### config.mk
export PLATFORM = sky130hd
export DESIGN_NAME = tage_update
export DESIGN_NICKNAME = d
export VERILOG_FILES = /design/src/rtl/tage_pkg.sv /design/src/rtl/tage_alloc_sel.sv /design/src/rtl/tage_update.sv
export SDC_FILE = /design/constraint.sdc
export NUM_CORES = 2
export LEC_CHECK = 0
export ABC_AREA = 1
export CAP_MARGIN = 0
export CORE_AREA = 2 2 243 245
export CTS_BUF_LIST = sky130_fd_sc_hd__clkbuf_8
export CTS_CLUSTER_SIZE = 20
export DETAILED_ROUTE_END_ITERATION = 8
export DIE_AREA = 0 0 245 247
export PLACE_DENSITY = 0.84
export SLEW_MARGIN = 25
export SYNTH_ARGS = -nofsm -noshare
export SYNTH_HDL_FRONTEND = slang
export SYNTH_HIERARCHICAL = 1
export SYNTH_SLANG_ARGS = --single-unit
### constraint.sdc
create_clock -name clk -period 40.9 [get_ports clk]
set_input_delay 8.18 -clock clk [delete_from_list [all_inputs] [get_ports clk]]
set_output_delay 8.18 -clock clk [all_outputs]
set_load 0.1 [all_outputs]
### src/rtl/tage_pkg.sv
// tage_pkg: constants and entry-layout helpers shared by the TAGE lookup and
// update paths.
//
// Entry layout for tagged table t, with TB = tag_bits(t):
//   [2:0]           u   (useful counter, 0..7)
//   [3 +: TB]       tag
//   [3+TB +: 2]     ctr (direction counter, 0..3; ctr[1] is the prediction)
//   bits above 4+TB are unused and always written as 0.
package tage_pkg;

  localparam int NUM_TABLES = 12;
  localparam int ENTRY_W    = 20;
  localparam int IDX_W      = 12;
  localparam int TAG_W      = 15;
  localparam int TAG_LSB    = 3;

  localparam int TAG_BITS [NUM_TABLES] = '{7, 7, 8, 8, 9, 10, 11, 12, 12, 13, 14, 15};

  typedef enum logic [1:0] {
    ST_IDLE  = 2'd0,
    ST_PROV  = 2'd1,
    ST_ALLOC = 2'd2,
    ST_DECAY = 2'd3
  } tage_state_e;

  // Tag width of table t (table numbers above 11 fall back to the widest).
  function automatic logic [4:0] tag_bits(input logic [3:0] t);
    logic [4:0] tb;
    tb = 5'd15;
    for (int i = 0; i < NUM_TABLES; i++) begin
      if (t == 4'(i)) tb = 5'(TAG_BITS[i]);
    end
    return tb;
  endfunction

  function automatic logic [4:0] ctr_lsb(input logic [3:0] t);
    return tag_bits(t) + 5'(TAG_LSB);
  endfunction

  // Low TB bits set: the tag bits table t actually stores.
  function automatic logic [TAG_W-1:0] tag_mask(input logic [3:0] t);
    logic [31:0] m;
    m = (32'd1 << tag_bits(t)) - 32'd1;
    return m[TAG_W-1:0];
  endfunction

  // Low 5+TB bits set: every meaningful bit of an entry of table t.
  function automatic logic [ENTRY_W-1:0] field_mask(input logic [3:0] t);
    logic [31:0] m;
    m = (32'd1 << (tag_bits(t) + 5'd5)) - 32'd1;
    return m[ENTRY_W-1:0];
  endfunction

endpackage

### src/rtl/tage_alloc_sel.sv
// tage_alloc_sel: combinational choice of the allocation target and of the
// useful-bit decay set for a mispredicted branch.
//
// Ports:
//   provider_i    table that provided the prediction
//   u_i           u field of every table's looked-up entry
//   lfsr_bit_i    random bit (only with TAGE_ALLOC_RANDOM_EN defined)
//   free_o        some table above the provider has u == 0
//   sel_o         table to allocate into
//   decay_mask_o  tables above the provider with u > 0
//
// Configuration macro: TAGE_ALLOC_RANDOM_EN -- when defined and at least two
// free tables exist, lfsr_bit_i = 1 selects the second-lowest free table.
module tage_alloc_sel
  import tage_pkg::*;
(
  input  logic [3:0]                  provider_i,
  input  logic [NUM_TABLES-1:0][2:0]  u_i,
`ifdef TAGE_ALLOC_RANDOM_EN
  input  logic                        lfsr_bit_i,
`endif
  output logic                        free_o,
  output logic [3:0]                  sel_o,
  output logic [NUM_TABLES-1:0]       decay_mask_o
);

  logic [3:0] first_idx;
  logic       first_found;
`ifdef TAGE_ALLOC_RANDOM_EN
  logic [3:0] second_idx;
  logic       second_found;
`endif

  always_comb begin
    first_idx    = '0;
    first_found  = 1'b0;
`ifdef TAGE_ALLOC_RANDOM_EN
    second_idx   = '0;
    second_found = 1'b0;
`endif
    decay_mask_o = '0;
    for (int j = 0; j < NUM_TABLES; j++) begin
      if (4'(j) > provider_i) begin
        if (u_i[j] == 3'd0) begin
          if (!first_found) begin
            first_idx   = 4'(j);
            first_found = 1'b1;
          end
`ifdef TAGE_ALLOC_RANDOM_EN
          else if (!second_found) begin
            second_idx   = 4'(j);
            second_found = 1'b1;
          end
`endif
        end else begin
          decay_mask_o[j] = 1'b1;
        end
      end
    end
  end

  assign free_o = first_found;

`ifdef TAGE_ALLOC_RANDOM_EN
  assign sel_o = (second_found && lfsr_bit_i) ? second_idx : first_idx;
`else
  assign sel_o = first_idx;
`endif

endmodule

### src/rtl/tage_update.sv
// tage_update: write-side companion of the TAGE lookup path. Takes one
// resolved branch (with its lookup-time snapshot) and issues, one per cycle,
// the table writes on the shared tagged-table write port: the provider
// counter/useful update, then either one allocation into a longer table or a
// decay sweep over the longer tables' useful counters.
//
// Ports:
//   clk, reset      clock; asynchronous active-high reset
//   upd_valid/ready transaction handshake (see below)
//   upd_taken       resolved direction
//   upd_provider    provider table 0..11
//   upd_altdir      alternate prediction at lookup
//   upd_index       per-table lookup index
//   upd_tag         per-table computed tag (masked to table width here)
//   upd_entry       per-table entry read at lookup
//   updateData      registered write data
//   updateIndex     registered write address
//   upWren          registered one-hot write enable, zero when idle
//   dbg_state_o     current FSM state (tage_state_e encoding)
//
// Handshake: a transaction transfers on a rising edge where upd_valid and
// upd_ready are both high; upd_ready is high exactly in IDLE, all inputs are
// sampled only at that edge, and upd_valid while not ready is ignored.
//
// Configuration macro: TAGE_ALLOC_RANDOM_EN -- adds a 16-bit LFSR (advanced
// on every accept) that randomises between the two lowest free tables.
module tage_update
  import tage_pkg::*;
(
  input  logic                                clk,
  input  logic                                reset,
  input  logic                                upd_valid,
  output logic                                upd_ready,
  input  logic                                upd_taken,
  input  logic [3:0]                          upd_provider,
  input  logic                                upd_altdir,
  input  logic [NUM_TABLES-1:0][IDX_W-1:0]    upd_index,
  input  logic [NUM_TABLES-1:0][TAG_W-1:0]    upd_tag,
  input  logic [NUM_TABLES-1:0][ENTRY_W-1:0]  upd_entry,
  output logic [ENTRY_W-1:0]                  updateData,
  output logic [IDX_W-1:0]                    updateIndex,
  output logic [NUM_TABLES-1:0]               upWren,
  output logic [1:0]                          dbg_state_o
);

  function automatic logic [NUM_TABLES-1:0] onehot(input logic [3:0] t);
    return {{(NUM_TABLES-1){1'b0}}, 1'b1} << t;
  endfunction

  function automatic logic [3:0] lowest_set(input logic [NUM_TABLES-1:0] m);
    logic [3:0] r;
    r = '0;
    for (int j = NUM_TABLES - 1; j >= 0; j--) begin
      if (m[j]) r = 4'(j);
    end
    return r;
  endfunction

  tage_state_e state_q, state_d;
  tage_state_e prov_next_q, prov_next_d;

  logic [NUM_TABLES-1:0][ENTRY_W-1:0] entry_q;
  logic [NUM_TABLES-1:0][IDX_W-1:0]   index_q;
  logic [NUM_TABLES-1:0]              dec_mask_q, dec_mask_d;
  logic [3:0]                         alloc_tbl_q;
  logic [ENTRY_W-1:0]                 alloc_data_q, alloc_data_d;
  logic [IDX_W-1:0]                   alloc_index_q;

  logic [ENTRY_W-1:0]    data_q, data_d;
  logic [IDX_W-1:0]      widx_q, widx_d;
  logic [NUM_TABLES-1:0] wren_q, wren_d;
  logic                  accept;

  // ---------------------------------------------------------------------
  // Provider update, computed straight from the inputs so the write is on
  // the port the cycle after accept. Out-of-range providers act as 11.
  // ---------------------------------------------------------------------
  logic [3:0]         prov_idx;
  logic [ENTRY_W-1:0] prov_entry, prov_data;
  logic [4:0]         prov_lsb;
  logic [1:0]         prov_ctr, new_ctr;
  logic [2:0]         prov_u, new_u;
  logic               pdir, mispredict;

  always_comb begin
    prov_idx   = (upd_provider > 4'd11) ? 4'd11 : upd_provider;
    prov_entry = upd_entry[prov_idx] & field_mask(prov_idx);
    prov_lsb   = ctr_lsb(prov_idx);
    prov_ctr   = 2'(prov_entry >> prov_lsb);
    prov_u     = prov_entry[2:0];
    pdir       = prov_ctr[1];
    mispredict = (pdir != upd_taken);

    if (upd_taken) new_ctr = (prov_ctr == 2'd3) ? 2'd3 : prov_ctr + 2'd1;
    else           new_ctr = (prov_ctr == 2'd0) ? 2'd0 : prov_ctr - 2'd1;

    // Usefulness only moves when the provider disagreed with the alternate.
    new_u = prov_u;
    if (pdir != upd_altdir) begin
      if (mispredict) new_u = (prov_u == 3'd0) ? 3'd0 : prov_u - 3'd1;
      else            new_u = (prov_u == 3'd7) ? 3'd7 : prov_u + 3'd1;
    end

    prov_data = (prov_entry & ~(ENTRY_W'(3) << prov_lsb) & ~ENTRY_W'(7))
              | (ENTRY_W'(new_ctr) << prov_lsb)
              | ENTRY_W'(new_u);
  end

  // ---------------------------------------------------------------------
  // Allocation / decay selection on the lookup-time u fields.
  // ---------------------------------------------------------------------
  logic [NUM_TABLES-1:0][2:0] in_u;
  logic                       sel_free;
  logic [3:0]                 sel_tbl;
  logic [NUM_TABLES-1:0]      sel_decay;

  always_comb begin
    for (int j = 0; j < NUM_TABLES; j++) in_u[j] = upd_entry[j][2:0];
  end

`ifdef TAGE_ALLOC_RANDOM_EN
  logic [15:0] lfsr_q;

  // Fibonacci LFSR, taps 16,14,13,11; the bit used is the value at accept.
  always_ff @(posedge clk or posedge reset) begin
    if (reset) lfsr_q <= 16'hACE1;
    else if (accept)
      lfsr_q <= {lfsr_q[14:0], lfsr_q[15] ^ lfsr_q[13] ^ lfsr_q[12] ^ lfsr_q[10]};
  end
`endif

  tage_alloc_sel u_alloc_sel (
    .provider_i   (prov_idx),
    .u_i          (in_u),
`ifdef TAGE_ALLOC_RANDOM_EN
    .lfsr_bit_i   (lfsr_q[0]),
`endif
    .free_o       (sel_free),
    .sel_o        (sel_tbl),
    .decay_mask_o (sel_decay)
  );

  always_comb begin
    alloc_data_d = (ENTRY_W'(upd_tag[sel_tbl] & tag_mask(sel_tbl)) << TAG_LSB)
                 | (ENTRY_W'(upd_taken ? 2'b10 : 2'b01) << ctr_lsb(sel_tbl));
    if (!mispredict || prov_idx == 4'd11) prov_next_d = ST_IDLE;
    else if (sel_free)                    prov_next_d = ST_ALLOC;
    else                                  prov_next_d = ST_DECAY;
  end

  // ---------------------------------------------------------------------
  // Decay write for the lowest table still pending.
  // ---------------------------------------------------------------------
  logic [3:0]         dec_idx;
  logic [ENTRY_W-1:0] dec_entry, dec_data;

  always_comb begin
    dec_idx   = lowest_set(dec_mask_q);
    dec_entry = entry_q[dec_idx] & field_mask(dec_idx);
    dec_data  = {dec_entry[ENTRY_W-1:3], dec_entry[2:0] - 3'd1};
  end

  // ---------------------------------------------------------------------
  // FSM. Each branch computes the write that belongs to the next state so
  // the registered write port lines up with the state it is issued in.
  // ---------------------------------------------------------------------
  always_comb begin
    state_d    = state_q;
    dec_mask_d = dec_mask_q;
    wren_d     = '0;
    data_d     = '0;
    widx_d     = '0;
    accept     = 1'b0;
    unique case (state_q)
      ST_IDLE: begin
        if (upd_valid) begin
          accept     = 1'b1;
          state_d    = ST_PROV;
          dec_mask_d = sel_decay;
          wren_d     = onehot(prov_idx);
          data_d     = prov_data;
          widx_d     = upd_index[prov_idx];
        end
      end
      ST_PROV: begin
        if (prov_next_q == ST_ALLOC) begin
          state_d = ST_ALLOC;
          wren_d  = onehot(alloc_tbl_q);
          data_d  = alloc_data_q;
          widx_d  = alloc_index_q;
        end else if (prov_next_q == ST_DECAY) begin
          state_d             = ST_DECAY;
          wren_d              = onehot(dec_idx);
          data_d              = dec_data;
          widx_d              = index_q[dec_idx];
          dec_mask_d[dec_idx] = 1'b0;
        end else begin
          state_d = ST_IDLE;
        end
      end
      ST_ALLOC: state_d = ST_IDLE;
      ST_DECAY: begin
        if (dec_mask_q != '0) begin
          wren_d              = onehot(dec_idx);
          data_d              = dec_data;
          widx_d              = index_q[dec_idx];
          dec_mask_d[dec_idx] = 1'b0;
        end else begin
          state_d = ST_IDLE;
        end
      end
      default: state_d = ST_IDLE;
    endcase
  end

  always_ff @(posedge clk or posedge reset) begin
    if (reset) begin
      state_q       <= ST_IDLE;
      prov_next_q   <= ST_IDLE;
      entry_q       <= '0;
      index_q       <= '0;
      dec_mask_q    <= '0;
      alloc_tbl_q   <= '0;
      alloc_data_q  <= '0;
      alloc_index_q <= '0;
      wren_q        <= '0;
      data_q        <= '0;
      widx_q        <= '0;
    end else begin
      state_q    <= state_d;
      dec_mask_q <= dec_mask_d;
      wren_q     <= wren_d;
      data_q     <= data_d;
      widx_q     <= widx_d;
      if (accept) begin
        prov_next_q   <= prov_next_d;
        entry_q       <= upd_entry;
        index_q       <= upd_index;
        alloc_tbl_q   <= sel_tbl;
        alloc_data_q  <= alloc_data_d;
        alloc_index_q <= upd_index[sel_tbl];
      end
    end
  end

  assign upd_ready   = (state_q == ST_IDLE);
  assign upWren      = wren_q;
  assign updateData  = data_q;
  assign updateIndex = widx_q;
  assign dbg_state_o = state_q;

endmodule

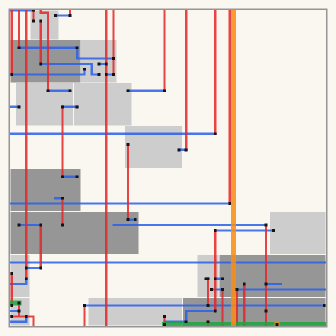
zoom.png
Window x 174 to 194, y 175 to 195 um. Cells in gray, sequential cells in the stronger gray; small squares are vias.
- met4: orange
- met1: blue
- met2: red
- met3: green
- cells with their middle in the window: 13
- most frequent: dfrtp_1 (3), clkdlybuf4s50_1 (3)
- sequential cells in the window: 3

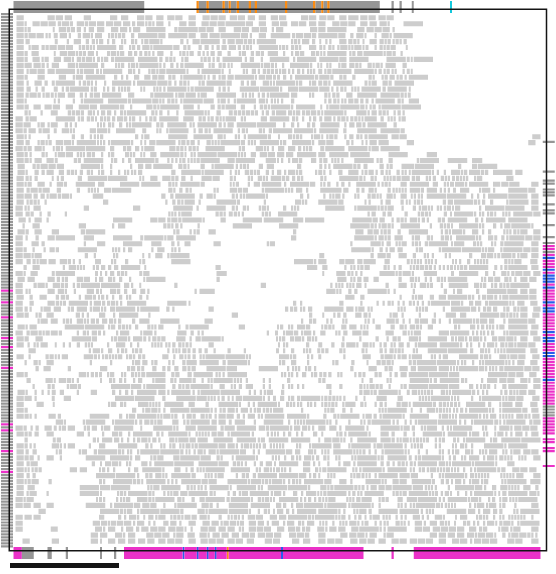
pins.png
Bar = 50 um. Pins as bars across the die edge, other pins in gray.
- `clk`: cyan (pins 1; direction input; edge north)
- `upd_entry`: magenta (pins 240; direction input; edge 181 south, 49 east, 10 west)
- `updateData`: blue (pins 20; direction output; edge 15 east, 5 south)
- `updateIndex`: orange (pins 12; direction output; edge 11 north, 1 south)
- all pins by edge: 198 south, 180 west, 160 north, 82 east

==> flow_summary.json <==
{
  "syn2layout_area_growth_pct": 30.4,
  "status": "finished, violations left",
  "rr_endpoint": "updateData[2]",
  "fmax_mhz": 72.9,
  "h-tree-depth": 3,
  "reg2reg_depth": 21,
  "ys_seq_share": 0.411,
  "r2r-start": "dec_mask_q[10]",
  "regArea_sq_mm": 0.0110,
  "drc": 11,
  "holdCritPathClass": "flop to flop",
  "crit_path_start": "upd_provider[2]",
  "hold_slack_ns": 0.479,
  "failed_checks": "design-rule violations",
  "dp_hpwl_mm": 84.5,
  "hold_viol": 0,
  "synth_area_sq_mm": 0.0268,
  "maxCapViolCount": 0,
  "grt.overflow.total": 0,
  "final-setup-viol-count": 0,
  "vias_per_cell": 6.03,
  "grt_usage": 0.403,
  "fill_cells": 5214,
  "biggestRegsByFlops": "entry_q: 201 flops, index_q: 144 flops",
  "post_cts_resized": 0,
  "min_to": "entry_q[176]",
  "top_layer": "met5"
}
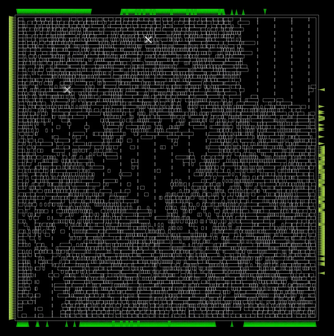
final_placement.png
Core Util, Final: 0.601
Final Non-Filler Cells: 5192
n_taps: 773
core area: 0.0582 sq mm
register fraction of the total cell area: 0.315

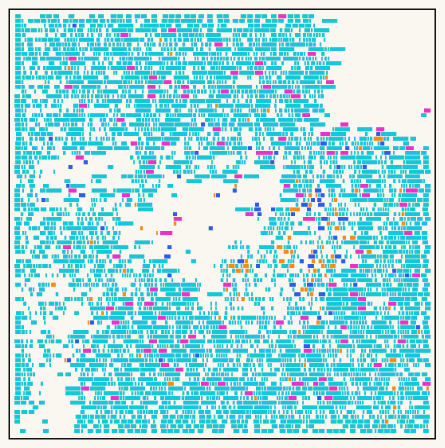
drive_strength.png
- drive 3 to 4: blue (cells 69; share 1.6%; most used buf_4)
- drive 1 or less: cyan (cells 4130; share 94%; most used nand2_1)
- drive 2: orange (cells 88; share 2.0%; most used clkinv_2)
- drive 6 and up: magenta (cells 102; share 2.3%; most used clkbuf_8)

## report_power, final
group | internal, uW | total [uW] | switching (uW)
sequential | 634 | 749 | 114
clock | 203 | 407 | 205
combinational | 326 | 1090 | 767
total | 1160 | 2250 | 1090
## layout make-up
type / count / area share
diodes: 30 / 0.00214
clock buffers: 89 / 0.0350
clock inverters: 51 / 0.00826
inverters: 330 / 0.0359
multi-input cells: 2819 / 0.389
flip-flops and latches: 441 / 0.315
well taps: 773 / 0.0276
repair buffers: 659 / 0.186
## cell families (layout without fill, tap and decap cells)
group / count (synthesis) / count (layout) / synth area share
simple gates: 1775 / 1775 / 0.267
buf+inv: 593 / 1129 / 0.0848
compound gates: 1013 / 1013 / 0.225
fa+ha+maj: 21 / 21 / 0.00979
other cells: 2 / 37 / 0.000280
flops: 441 / 441 / 0.411
xor+xnor: 3 / 3 / 0.00126
## synth_stat cells, drive strengths merged (13+ instances only)
cell / number
a221oi: 35
nor3: 46
a32oi: 13
o21ai: 444
nor2: 328
nand2: 1213
o22ai: 151
buf: 57
clkbuf: 206
inv: 325
o31ai: 23
a22oi: 51
ha: 21
a21oi: 160
nand3: 137
o221ai: 44
o2111ai: 25
dfrtp: 441
nand4: 32
o211ai: 18
a31oi: 33
## per-layer routing
metal | GRT usage | vias up
li1 | - | 13877
met1 | 0.500 | 14501
met2 | 0.613 | 2388
met3 | 0.115 | 531
met4 | 0.270 | 12
met5 | 0 | -
## worst max-delay path by stage
stage	to	slack, ns
after floorplan	alloc_data_q[0]	20.43
after global placement	alloc_data_q[17]	26.83
after detailed placement	alloc_data_q[17]	26.81
after CTS	alloc_data_q[17]	27.49
after global routing	alloc_data_q[17]	26.81
final	alloc_data_q[17]	27.18
